Design method_call_arbiter_flat, sky130hd; sources not shown.
registers.png
Scale bar: 20 um. Other sequential cells in the stronger grey, the rest of the logic in the fainter grey.
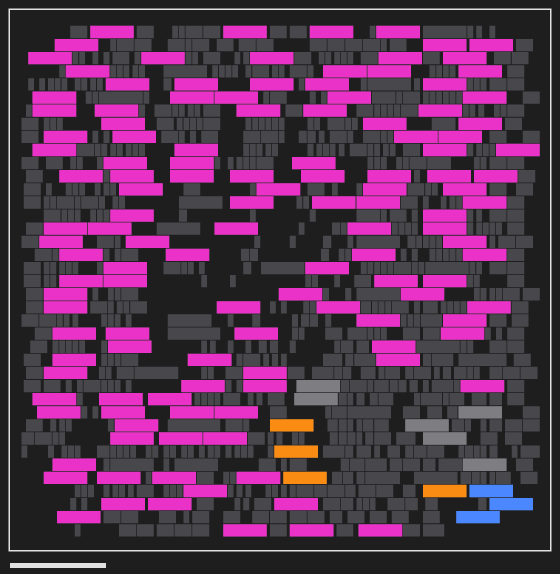
legend:
  `u_core.r_state`:
    colour: blue
    placed_flops: 3
  `u_core.g_lane.u_lane.o_ret`:
    colour: magenta
    placed_flops: 128
    where: spread over the die
  `u_core.g_lane.u_lane.o_done`:
    colour: orange
    placed_flops: 4
    where: bottom middle
not coloured: 6
area used by sequential logic in the layout: 3530 um^2

drive_strength.png
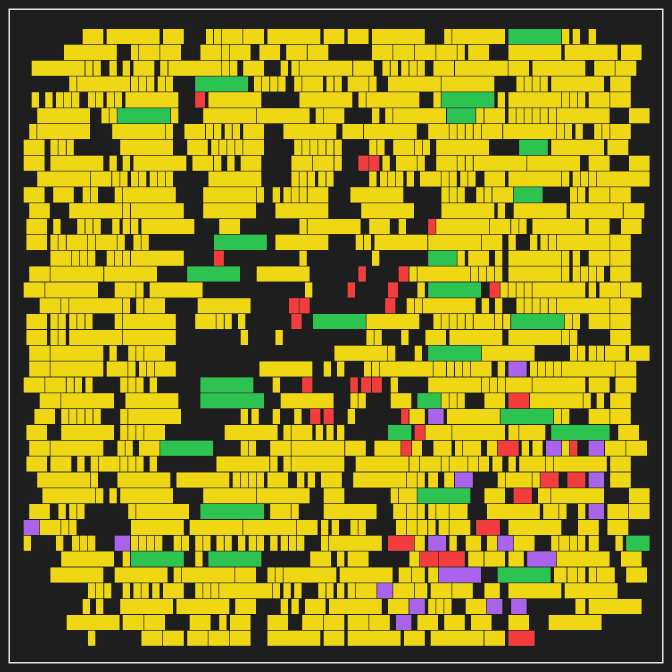
legend:
  drive 2:
    colour: red
    cells: 34
    share: 3.9%
  drive 3 to 4:
    colour: purple
    cells: 18
    share: 2.1%
  drive 1 or less:
    colour: yellow
    cells: 791
    share: 91%
  drive 6 and up:
    colour: green
    cells: 27
    share: 3.1%
worst-case setup margin in the final layout: 0.765 ns
number of ordinary and repair buffers in the finished layout: 218
Layout area overhead: 44.5%
area of all placed cells without fillers: 8430 um^2

==> flow_summary.rst <==
Synthesis and place-and-route
=============================

.. list-table::
   :header-rows: 1

   * - Metric
     - Value
   * - Result of the run
     - finished clean
   * - Distinct cells, synth
     - 45
   * - Die Height
     - 112 um
   * - Post-CTS clock slew at the launch and capture registers of the worst setup and hold paths
     - 0.05 ns
   * - Category of the worst setup path launch point
     - register
   * - Initial DRT Pass Iterations
     - 7
   * - Top cells excl fill/tap
     - nand2_1, clkdlybuf4s50_1, dfrtp_1, clkbuf_16, buf_2
   * - Post-synth top area cell
     - dfrtp_1
   * - Register fraction of the total cell area
     - 41.9%
   * - Count of cells along the worst register-to-register path
     - 9
   * - Tool warning count
     - 30
   * - Worst hold-check path type
     - in -> async
   * - Worst hold-check slack
     - ~0.35 ns
   * - Total gr overflow
     - 0
   * - Most frequent logic cell in the layout
     - nand2_1
   * - ANT nets after route
     - 0
   * - All-layer global routing usage
     - between 20% and 30%
   * - Share of the core filled with cells in the final layout
     - around 74%
   * - Dominant kind of cell
     - registers
   * - Critical path fanouts, max
     - 5
   * - Slowest cell on crit path
     - clkdlybuf4s50_1
   * - Data arrival time of the worst path
     - 2.69 ns
   * - Final non-filler cell total
     - 1013
   * - CTS Buf Count
     - 17
   * - Layout buffering overhead excluding clock cells
     - 24.2%
   * - Met3 wire length
     - 1240 um
   * - Endpoints failing hold
     - 0
   * - Post-synth tally of flip-flops with integrated enable
     - 0
   * - Multi-input logic portion of the cell area
     - 24.3%
   * - Number of cell rows
     - 39
   * - Post-CTS Setup Inserts
     - 0
   * - Ranking of synthesized cells by instance count
     - nand2_1, dfrtp_1, buf_2, buf_4, clkbuf_1
   * - Headroom to the max-slew limit
     - 60.2%
   * - DRC
     - 0
   * - Post-DR wirelength/cell
     - roughly 17 um
   * - Full die area
     - between 10000 and 15000 um^2
   * - Total negative slack for setup checks
     - 0 ns
   * - Most common cell in the synthesized netlist
     - nand2_1
   * - Worst Setup Path Type
     - reg -> out
   * - Synth Flop Type
     - dfrtp_1
   * - Largest delay share family, worst path
     - buffers and inverters
   * - Final-layout fill cell count
     - 830
   * - Share of cells above drive strength 1
     - 9.08%
   * - Met3 GRT Util
     - under 10%
   * - Total number of vias
     - about 5400
   * - Ao+oa area frac
     - about 4.3%
   * - Nature of the critical path endpoint
     - output port
   * - Tap cells
     - 143
   * - Register-to-register setup slack
     - 1.92 ns
   * - Synthesized-area fraction occupied by xor and xnor cells
     - 0.150%
   * - Total number of H-tree levels
     - 4
   * - Starting utilization of the core area
     - between 50% and 60%
   * - Synth async-reset ratio
     - 100%
   * - Worst-case clock buffer depth
     - 2
   * - Port Buf Inserts
     - approximately 180
   * - Flip-flop count of the largest register after layout
     - between 100 and 150
   * - Metal2 WL
     - 8680 um
   * - Chain of cells forming the critical path
     - nor3_1, inv_1, a31o_2, buf_4, clkdlybuf4s50_1
   * - TritonCTS clock tree
     - built
   * - CP Data Required Time
     - ~3.5 ns
   * - Minimum period implied by the final worst setup slack
     - 3.68 ns
   * - Synth Cell Area
     - 5830 um^2
   * - Yosys synthesis chip area
     - just under 6000 um^2
   * - Global-route wire length before repair
     - 28100 um
   * - Area fraction in full adders, half adders and majority gates
     - 1.29%
   * - Non-CTS inverters
     - 11
   * - Multiplexer share
     - 0.708%
   * - Insertion delay to the later sink of the worst-skew pair
     - 0.41 ns
   * - Logic area
     - 2050 um^2
   * - # placed instances
     - about 980
   * - Die extent in x
     - 112 um
   * - Largest net degree at the start of global routing
     - 86
   * - Number of diodes added for antenna fixing
     - 0
   * - Final Wtd Congestion
     - slightly above 1
   * - Layout clock area frac
     - roughly 7%
   * - Number of cells upsized or downsized after cts
     - 0
   * - Placed standard-cell area
     - 7830 um^2
   * - CP Depth
     - 5
   * - Largest cells by area after synthesis
     - dfrtp_1, nand2_1, buf_2
   * - Cell count after synthesis
     - between 600 and 700
   * - Max Used Layer
     - met4
   * - Highest Clock Rate
     - 271 MHz
   * - Worst-Margin Slew
     - 0.593 ns
   * - Top cell type's share of synthesized area
     - 60.5%
   * - CTS Root Cell
     - clkbuf_16
   * - Layout clock buffers
     - 23
   * - Number of antenna violations at the first check in global routing
     - 0
   * - Max Cap Viol
     - 0
   * - Net count of the mapped netlist
     - roughly 700
   * - Clock tree sinks
     - roughly 140
   * - Total wirelength of the detailed-routed design
     - 17400 um
   * - Violation tally from detailed-route iteration zero
     - 398
   * - Final period utilization
     - 82.8%
   * - Max-slew violations
     - 0
   * - Post-route met1 wirelength
     - ~6900 um
   * - Crit path buffers/inverters
     - 3
   * - # setup viols final
     - 0
   * - Delay of the slowest cell on the worst path
     - 0.69 ns
   * - Fraction of the yosys area taken by sequential cells
     - 60.5%
   * - Count of boundary I/O pins
     - roughly 180
   * - Ys cells
     - 658
   * - Met2 routing resource usage after global routing
     - 47.6%
   * - Post-layout net count
     - approximately 900
   * - Number of logic gates
     - 468
   * - Flop Count
     - about 140
   * - Yosys warns
     - 0
   * - Ys flops
     - 141
   * - Core Region
     - 11400 um^2
